Run 1, M1 wires:
Bar = 50 um. Cells faint in the background.
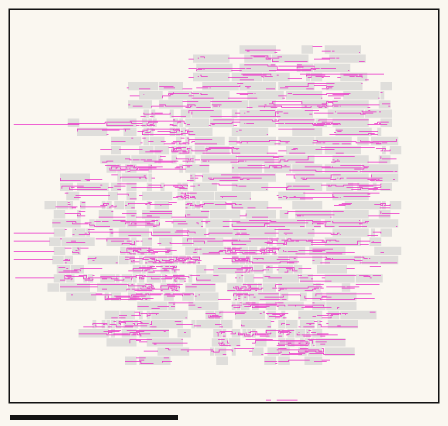
Run 1, signal wires on met2:
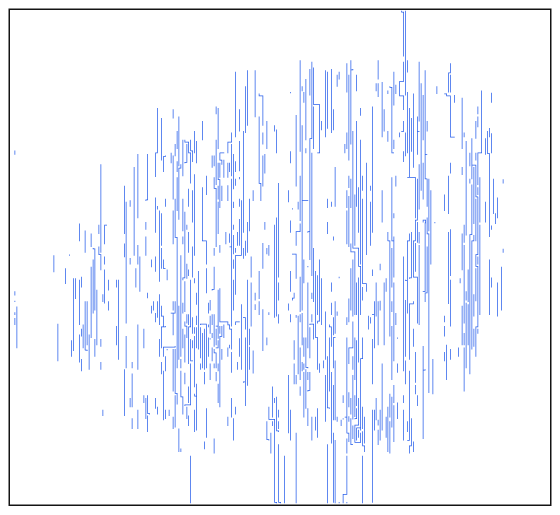
Run 1, the metal 3 layer:
Bar = 50 um.
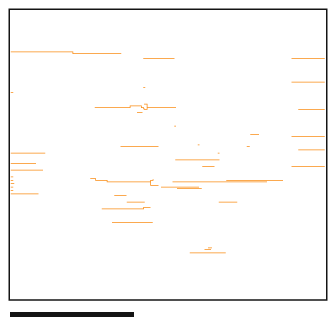
==> config.mk <==
export PLATFORM = sky130hd
export DESIGN_NAME = uart_rx_cfg
export DESIGN_NICKNAME = d
export VERILOG_FILES = /design/src/rtl/uart_pkg.sv /design/src/rtl/uart_rx_fifo.sv /design/src/rtl/uart_rx_cfg.sv
export SDC_FILE = /design/constraint.sdc
export NUM_CORES = 1
export LEC_CHECK = 0
export CORE_ASPECT_RATIO = 0.9
export CORE_MARGIN = 10
export CORE_UTILIZATION = 50
export DETAILED_ROUTE_END_ITERATION = 10
export PLACE_DENSITY = 0.73
export SETUP_SLACK_MARGIN = 0.5
export SYNTH_ARGS = -nofsm -noshare
export SYNTH_HDL_FRONTEND = slang
export SYNTH_HIERARCHICAL = 1
export SYNTH_SLANG_ARGS = --single-unit
==> constraint.sdc <==
create_clock -name clk -period 4.8 [get_ports clk]
set_clock_uncertainty 0.2 [all_clocks]
set_input_delay 0.96 -clock clk [delete_from_list [all_inputs] [get_ports clk]]
set_output_delay 0.96 -clock clk [all_outputs]
set_load 0.005 [all_outputs]
==> src/rtl/uart_pkg.sv <==
// uart_pkg: shared types and constants for the configurable UART receiver.
//   rx_state_t  - receiver FSM states
//   err_code_t  - coded error channel values (framing > parity > overrun)
//   CFG_*       - configuration register addresses
//   PAR_*       - parity mode codes held in the parity register (2'b11 behaves as none)
package uart_pkg;

  typedef enum logic [2:0] {
    ST_IDLE   = 3'd0,
    ST_START  = 3'd1,
    ST_DATA   = 3'd2,
    ST_PARITY = 3'd3,
    ST_STOP   = 3'd4,
    ST_STOP2  = 3'd5,
    ST_BREAK  = 3'd6
  } rx_state_t;

  typedef enum logic [1:0] {
    ERR_NONE    = 2'b00,
    ERR_FRAME   = 2'b01,
    ERR_PARITY  = 2'b10,
    ERR_OVERRUN = 2'b11
  } err_code_t;

  localparam logic [3:0] CFG_LEN  = 4'd4;
  localparam logic [3:0] CFG_PAR  = 4'd5;
  localparam logic [3:0] CFG_STOP = 4'd6;

  localparam logic [1:0] PAR_NONE = 2'b00;
  localparam logic [1:0] PAR_EVEN = 2'b01;
  localparam logic [1:0] PAR_ODD  = 2'b10;

endpackage

==> src/rtl/uart_rx_fifo.sv <==
// uart_rx_fifo: first-word-fall-through receive FIFO.
//   clk, rst        - clock, asynchronous active-high reset (pointers/count only)
//   push, push_data - write request and word; ignored when full unless popping
//   pop             - consumer accept; only acts while valid
//   head            - current head word, zero when empty
//   valid, full     - occupancy flags
//   count           - words held (0..DEPTH)
module uart_rx_fifo #(
  parameter int WIDTH = 8,
  parameter int DEPTH = 8
) (
  input  logic                     clk,
  input  logic                     rst,
  input  logic                     push,
  input  logic [WIDTH-1:0]         push_data,
  input  logic                     pop,
  output logic [WIDTH-1:0]         head,
  output logic                     valid,
  output logic                     full,
  output logic [$clog2(DEPTH):0]   count
);

  localparam int AW = $clog2(DEPTH);

  logic [WIDTH-1:0] mem [DEPTH];
  logic [AW-1:0]    wr_ptr;
  logic [AW-1:0]    rd_ptr;
  logic [AW:0]      count_q;
  logic             do_push;
  logic             do_pop;

  assign valid   = (count_q != '0);
  assign full    = (count_q == (AW+1)'(DEPTH));
  assign do_pop  = pop & valid;
  // When full, the slot being written is the head being popped this cycle.
  assign do_push = push & (~full | do_pop);
  assign head    = valid ? mem[rd_ptr] : '0;
  assign count   = count_q;

  always_ff @(posedge clk) begin
    if (do_push) mem[wr_ptr] <= push_data;
  end

  always_ff @(posedge clk or posedge rst) begin
    if (rst) begin
      wr_ptr  <= '0;
      rd_ptr  <= '0;
      count_q <= '0;
    end else begin
      if (do_push) wr_ptr <= wr_ptr + 1'b1;
      if (do_pop)  rd_ptr <= rd_ptr + 1'b1;
      case ({do_push, do_pop})
        2'b10:   count_q <= count_q + 1'b1;
        2'b01:   count_q <= count_q - 1'b1;
        default: count_q <= count_q;
      endcase
    end
  end

endmodule

==> src/rtl/uart_rx_cfg.sv <==
// uart_rx_cfg: oversampling UART receiver with runtime frame format and receive FIFO.
//   clk, rst            - system clock, asynchronous active-high reset
//   in                  - serial line (idle high, asynchronous)
//   c_valid/c_addr/c_data/c_ready - config writes, accepted only while idle
//   out/valid_out/ready_out       - FWFT stream of received words
//   error/valid_error   - one-cycle coded error pulse at frame completion
//   fifo_count          - words currently buffered
module uart_rx_cfg
  import uart_pkg::*;
#(
  parameter int DATA_W     = 8,
  parameter int OVERSAMPLE = 16,
  parameter int FIFO_DEPTH = 8
) (
  input  logic                         clk,
  input  logic                         rst,
  input  logic                         in,
  input  logic                         c_valid,
  input  logic [3:0]                   c_addr,
  input  logic [7:0]                   c_data,
  output logic                         c_ready,
  output logic [DATA_W-1:0]            out,
  output logic                         valid_out,
  input  logic                         ready_out,
  output logic [1:0]                   error,
  output logic                         valid_error,
  output logic [$clog2(FIFO_DEPTH):0]  fifo_count
);

  localparam int TW = $clog2(OVERSAMPLE);
  localparam logic [TW-1:0] T_S0  = TW'(OVERSAMPLE/2 - 1);
  localparam logic [TW-1:0] T_S1  = TW'(OVERSAMPLE/2);
  localparam logic [TW-1:0] T_C   = TW'(OVERSAMPLE/2 + 1);
  localparam logic [TW-1:0] T_END = TW'(OVERSAMPLE - 1);
  localparam logic [3:0] LEN_MIN = 4'd5;
  localparam logic [3:0] LEN_MAX = 4'(DATA_W);

  function automatic logic maj3(input logic a, input logic b, input logic c);
    return (a & b) | (a & c) | (b & c);
  endfunction

  rx_state_t         state_q, state_d;
  logic              rx_p0, rx_p1, rx_p2;
  logic [3:0]        len_q;
  logic [1:0]        par_q;
  logic              stop2_q;
  logic [TW-1:0]     tick_q;
  logic [3:0]        bit_cnt_q;
  logic              smp_a, smp_b;
  logic [DATA_W-1:0] data_sr;
  logic              par_acc;
  logic              bit_val, par_on, par_odd, done;
  logic              done_p3, ferr_p3, perr_p3;
  logic [DATA_W-1:0] word_p3;
  logic              clean, pop, push, overrun, fifo_full;
  err_code_t         err_code;
  logic              cfg_unused;

  assign cfg_unused = ^c_data[7:4];
  assign c_ready    = (state_q == ST_IDLE);
  assign par_on     = (par_q == PAR_EVEN) || (par_q == PAR_ODD);
  assign par_odd    = (par_q == PAR_ODD);
  // Third sample is taken live so the decision lands on the centre+1 tick.
  assign bit_val    = maj3(smp_a, smp_b, rx_p1);

  // Stage p0..p2: line synchroniser plus one delay for falling-edge detect
  always_ff @(posedge clk or posedge rst) begin
    if (rst) begin
      rx_p0 <= 1'b1;
      rx_p1 <= 1'b1;
      rx_p2 <= 1'b1;
    end else begin
      rx_p0 <= in;
      rx_p1 <= rx_p0;
      rx_p2 <= rx_p1;
    end
  end

  always_ff @(posedge clk or posedge rst) begin
    if (rst) begin
      len_q   <= LEN_MAX;
      par_q   <= PAR_NONE;
      stop2_q <= 1'b0;
    end else if (c_valid && c_ready) begin
      case (c_addr)
        CFG_LEN:  if (c_data[3:0] >= LEN_MIN && c_data[3:0] <= LEN_MAX) len_q <= c_data[3:0];
        CFG_PAR:  par_q   <= c_data[1:0];
        CFG_STOP: stop2_q <= c_data[0];
        default:  ;
      endcase
    end
  end

  always_ff @(posedge clk or posedge rst) begin
    if (rst) state_q <= ST_IDLE;
    else     state_q <= state_d;
  end

  always_comb begin
    state_d = state_q;
    done    = 1'b0;
    case (state_q)
      ST_IDLE:   if (rx_p2 && !rx_p1) state_d = ST_START;
      ST_START: begin
        if (tick_q == T_C && bit_val) state_d = ST_IDLE;
        else if (tick_q == T_END)     state_d = ST_DATA;
      end
      ST_DATA:   if (tick_q == T_END && bit_cnt_q == len_q - 4'd1)
                   state_d = par_on ? ST_PARITY : ST_STOP;
      ST_PARITY: if (tick_q == T_END) state_d = ST_STOP;
      ST_STOP: begin
        if (tick_q == T_C) begin
          if (!bit_val) begin
            state_d = ST_BREAK;
            done    = 1'b1;
          end else if (!stop2_q) begin
            state_d = ST_IDLE;
            done    = 1'b1;
          end
        end else if (tick_q == T_END) begin
          state_d = ST_STOP2;
        end
      end
      ST_STOP2: begin
        if (tick_q == T_C) begin
          done    = 1'b1;
          state_d = bit_val ? ST_IDLE : ST_BREAK;
        end
      end
      ST_BREAK:  if (rx_p1) state_d = ST_IDLE;
      default:   state_d = ST_IDLE;
    endcase
  end

  // Tick counter restarts every bit period; bit counter only runs in DATA.
  always_ff @(posedge clk or posedge rst) begin
    if (rst) begin
      tick_q    <= '0;
      bit_cnt_q <= '0;
    end else begin
      if (state_q == ST_IDLE || state_q == ST_BREAK || tick_q == T_END) tick_q <= '0;
      else tick_q <= tick_q + 1'b1;
      if (state_q != ST_DATA)  bit_cnt_q <= '0;
      else if (tick_q == T_END) bit_cnt_q <= bit_cnt_q + 1'b1;
    end
  end

  always_ff @(posedge clk) begin
    if (tick_q == T_S0) smp_a <= rx_p1;
    if (tick_q == T_S1) smp_b <= rx_p1;
    // Clearing in IDLE keeps bits above the configured length at zero.
    if (state_q == ST_IDLE) begin
      data_sr <= '0;
      par_acc <= 1'b0;
    end else if (tick_q == T_C && (state_q == ST_DATA || state_q == ST_PARITY)) begin
      par_acc <= par_acc ^ bit_val;
      if (state_q == ST_DATA)
        for (int i = 0; i < DATA_W; i++)
          if (bit_cnt_q == 4'(i)) data_sr[i] <= bit_val;
    end
    // Stage p3: frame completion, one cycle after the last stop-bit sample
    word_p3 <= data_sr;
    ferr_p3 <= ~bit_val;
    perr_p3 <= par_on & (par_acc ^ par_odd);
  end

  always_ff @(posedge clk or posedge rst) begin
    if (rst) done_p3 <= 1'b0;
    else     done_p3 <= done;
  end

  assign clean       = done_p3 & ~ferr_p3 & ~perr_p3;
  assign pop         = valid_out & ready_out;
  assign push        = clean & (~fifo_full | pop);
  assign overrun     = clean & fifo_full & ~pop;
  assign valid_error = done_p3 & (ferr_p3 | perr_p3 | overrun);

  always_comb begin
    err_code = ERR_NONE;
    if (ferr_p3)      err_code = ERR_FRAME;
    else if (perr_p3) err_code = ERR_PARITY;
    else if (overrun) err_code = ERR_OVERRUN;
  end

  assign error = valid_error ? err_code : ERR_NONE;

  uart_rx_fifo #(
    .WIDTH (DATA_W),
    .DEPTH (FIFO_DEPTH)
  ) u_fifo (
    .clk       (clk),
    .rst       (rst),
    .push      (push),
    .push_data (word_p3),
    .pop       (ready_out),
    .head      (out),
    .valid     (valid_out),
    .full      (fifo_full),
    .count     (fifo_count)
  );

endmodule
==> results.sh, run 1 <==
# source this file to load flow results
export IMPL_top_layer="met4"
export IMPL_htreeDepth=4
export IMPL_hp_class="register to register"
export IMPL_crit_cells=8
export IMPL_r2r_setup_slack_ns=1.22
export IMPL_ys_warn_count=6
export IMPL_io_buffers=29
export IMPL_outcome="completed"
export IMPL_warnings=35
export IMPL_taps=129
export IMPL_edf_count=66
export IMPL_hpwl_mm=6.11
export IMPL_ys_top_cells_by_count="66 x edfxtp_1, 37 x nand2_1, 28 x dfrtp_1, 28 x nor2_1, 20 x inv_1"
export IMPL_ys_flops=117
export IMPL_clk_path_buf_depth=2
export IMPL_num_antenna_cells=0
export IMPL_clk_share_pct=9.92
export IMPL_reg2reg_to="u_fifo/count[3]"
export IMPL_cts_setup_buffers=0
export IMPL_startpoint="u_fifo/count[0]"
export IMPL_finalHoldViolCount=0
export IMPL_rsz0062_at_grt="no"
export IMPL_synth_top_cell_by_area="edfxtp_1"
export IMPL_drt_vias_per_instance=5.42
export IMPL_clkPwrFrac_pct=37.3
export IMPL_final_area_um2=6220
export IMPL_clock_latency_ns=0.40
export IMPL_seq_power_share_pct=37.9
export IMPL_cap_violations=0
export IMPL_ff_type="edfxtp_1"
export IMPL_holdCritStartpoint="data_sr[7]"
export IMPL_pg_clk_uw=1300
export IMPL_final_cell_mix="66 x edfxtp_1, 37 x nand2_1, 29 x clkdlybuf4s50_1, 28 x nor2_1, 28 x dfrtp_1"
export IMPL_aoi_share_pct=6.17
export IMPL_holdPathStages=0
export IMPL_power_leakage_uw=0.00234
export IMPL_fill_cells=761
Back to the opening pictures, 'M1 wires':
- main direction: horizontal
- longest straight run: 24.8 um
- wire length on this layer: 3970 um

Back to the opening pictures, 'signal wires on met2':
- share of all routed wire: 51%
- nets with wire on the layer: 369
- longest straight run: 43.5 um
- main direction: vertical

Back to the opening pictures, 'the metal 3 layer':
- share of all routed wire: 4.9%
- nets with wire on the layer: 32

[run 1: per-stage QoR]
| step | hold WS, ns | power [uW] | setup WS (ns) |
|---|---|---|---|
| 2_1_floorplan | 0.131 | 1920 | 1.28 |
| 3_3_place_gp | 0.136 | 2170 | 0.913 |
| 3_5_place_dp | 0.140 | 2200 | 0.861 |
| 4_1_cts | 0.152 | 3500 | 0.741 |
| 5_1_grt | 0.153 | 3650 | 0.599 |
| 6_report | 0.150 | 3470 | 0.785 |
[run 1: state kept, by name (all words and copies together) (netlist names), 2 cells and up]
name	count
par_q	2
u_fifo/rd_ptr	3
len_q	4
bit_cnt_q	4
state_q	3
u_fifo/count	4
u_fifo/wr_ptr	3
word_p3	8
u_fifo/mem	64
tick_q	4
data_sr	8
Run 1, clock wiring as the flow saved it:
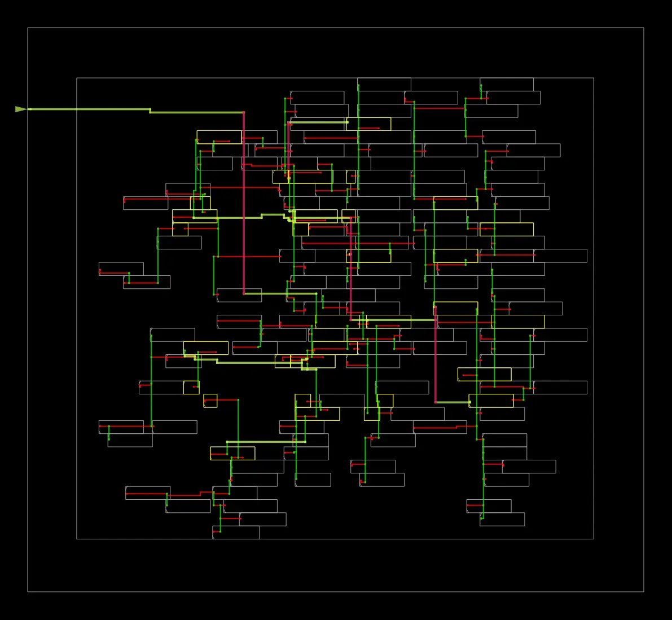

==> run 1 -> run 2 <==
--- a/config.mk
+++ b/config.mk
@@ -9,7 +9,7 @@
 export CORE_MARGIN = 10
 export CORE_UTILIZATION = 50
 export DETAILED_ROUTE_END_ITERATION = 10
-export PLACE_DENSITY = 0.73
+export PLACE_DENSITY = 0.76
 export SETUP_SLACK_MARGIN = 0.5
 export SYNTH_ARGS = -nofsm -noshare
 export SYNTH_HDL_FRONTEND = slang
==> constraint.sdc (replaced) <==
create_clock -name clk -period 3.5 [get_ports clk]
set_clock_uncertainty 0.2 [all_clocks]
set_input_delay 0.7 -clock clk [delete_from_list [all_inputs] [get_ports clk]]
set_output_delay 0.7 -clock clk [all_outputs]
set_load 0.005 [all_outputs]
Run 2, clock wiring as the flow saved it:
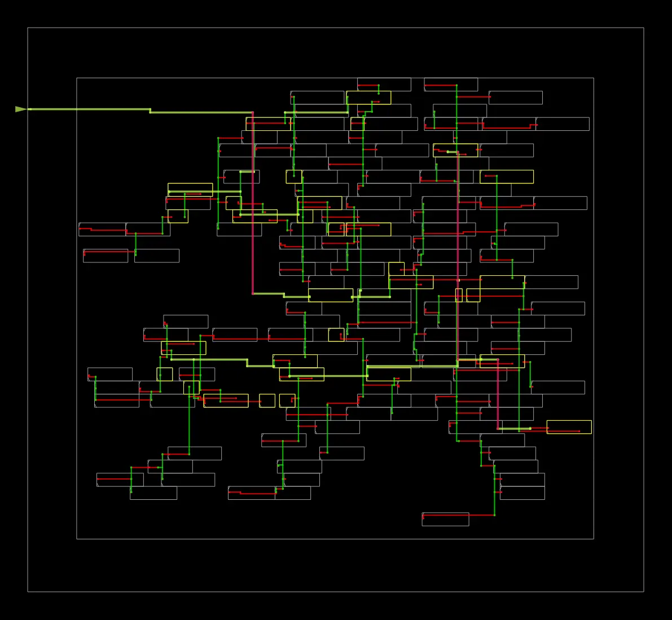
registers: 117
clk latency late pin: 0.41 ns
clock sink count: 117

Run 2, cell sizes after repair:
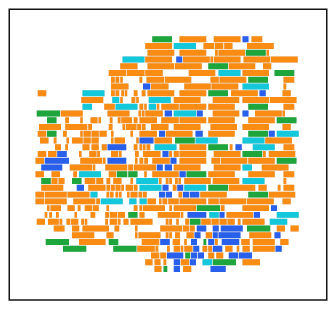
- drive 2: green (cells 35; most used mux4_2)
- drive 1 or less: orange (cells 335; most used edfxtp_1)
- drive 3 to 4: blue (cells 56; most used buf_4)
- drive 6 and up: cyan (cells 30; most used clkbuf_16)

Run 2, the metal 3 layer:
Bar = 50 um.
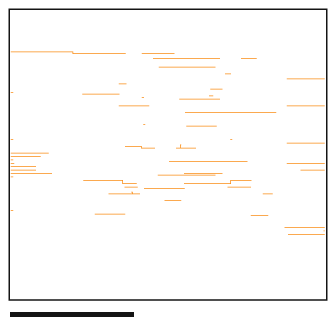
M3 GR Usage: 5.13%
via count: 3149
Total Wirelength: 10.2 mm

==> run 2 against run 1 <==
Net effect: core utilization grew 3.0 points; clock power is 27% higher; die size stayed put; sequential power up 38%; design area up 4.9%; combinational power up 72%; synthesized cell count unchanged; flip-flop count stayed put; via count is 3.9% higher; sequential share of layout area is 2.3 points lower; routed wire length is 9.8% higher; critical endpoint is now out[2]; non-clock buffer count increased by 26.
==> results.sh, run 2 <==
# source this file to load flow results
export IMPL_ys_top_cells_by_count="66 x edfxtp_1, 37 x nand2_1, 28 x dfrtp_1, 28 x nor2_1, 20 x inv_1"
export IMPL_regMostFlops="u_fifo/mem"
export IMPL_clk_share_pct=8.78
export IMPL_cts_setup_buffers=8
export IMPL_whs_ns=0.150
export IMPL_edf_count=66
export IMPL_warnings=37
export IMPL_hpwl_mm=6.37
export IMPL_place_ws_ns=0.117
export IMPL_hp_class="register to register"
export IMPL_taps=129
export IMPL_aoi_share_pct=6.17
export IMPL_largest_reg_flops=64
export IMPL_holdPathStages=0
export IMPL_htreeDepth=4
export IMPL_num_antenna_cells=0
export IMPL_rsz0062_at_grt="yes"
export IMPL_reg2reg_to="u_fifo/count[3]"
export IMPL_synth_top_cell_by_area="edfxtp_1"
export IMPL_ff_type="edfxtp_1"
export IMPL_finalHoldViolCount=0
export IMPL_final_area_um2=6520
export IMPL_io_buffers=29
export IMPL_holdCritStartpoint="data_sr[2]"
export IMPL_outcome="completed"
export IMPL_clk_path_buf_depth=2
export IMPL_power_leakage_uw=0.00258
-- run 2: cell count changes in the layout (fill, tap and decap cells not counted), sizes merged, moves of 3 or more --
| cell | delta |
|---|---|
| dlymetal6s2s | +7 |
| buf | +25 |
| clkinv | +3 |
| clkdlybuf4s50 | -10 |
-- run 2: power breakdown --
part	switching (uW)	internal (uW)
Combinational	615	867
Clock	655	992
Sequential	247	1570
-- run 2: per-layer routing --
layer	part of all wire [%]	up-vias	wire, um
li1	-	1503	-
met1	44	1556	4500
met2	49	81	5000
met3	5.9	9	599
met4	1.0	0	105
met5	0	-	0
-- run 2: critical path: cells and delay by family, from the launching register on --
family        cells  cell delay (ns)
mux               2             0.63
buf+inv           2             0.63
simple gates      1             0.05
flops             1             0.46
Power is estimated from default activity; no workload was simulated.
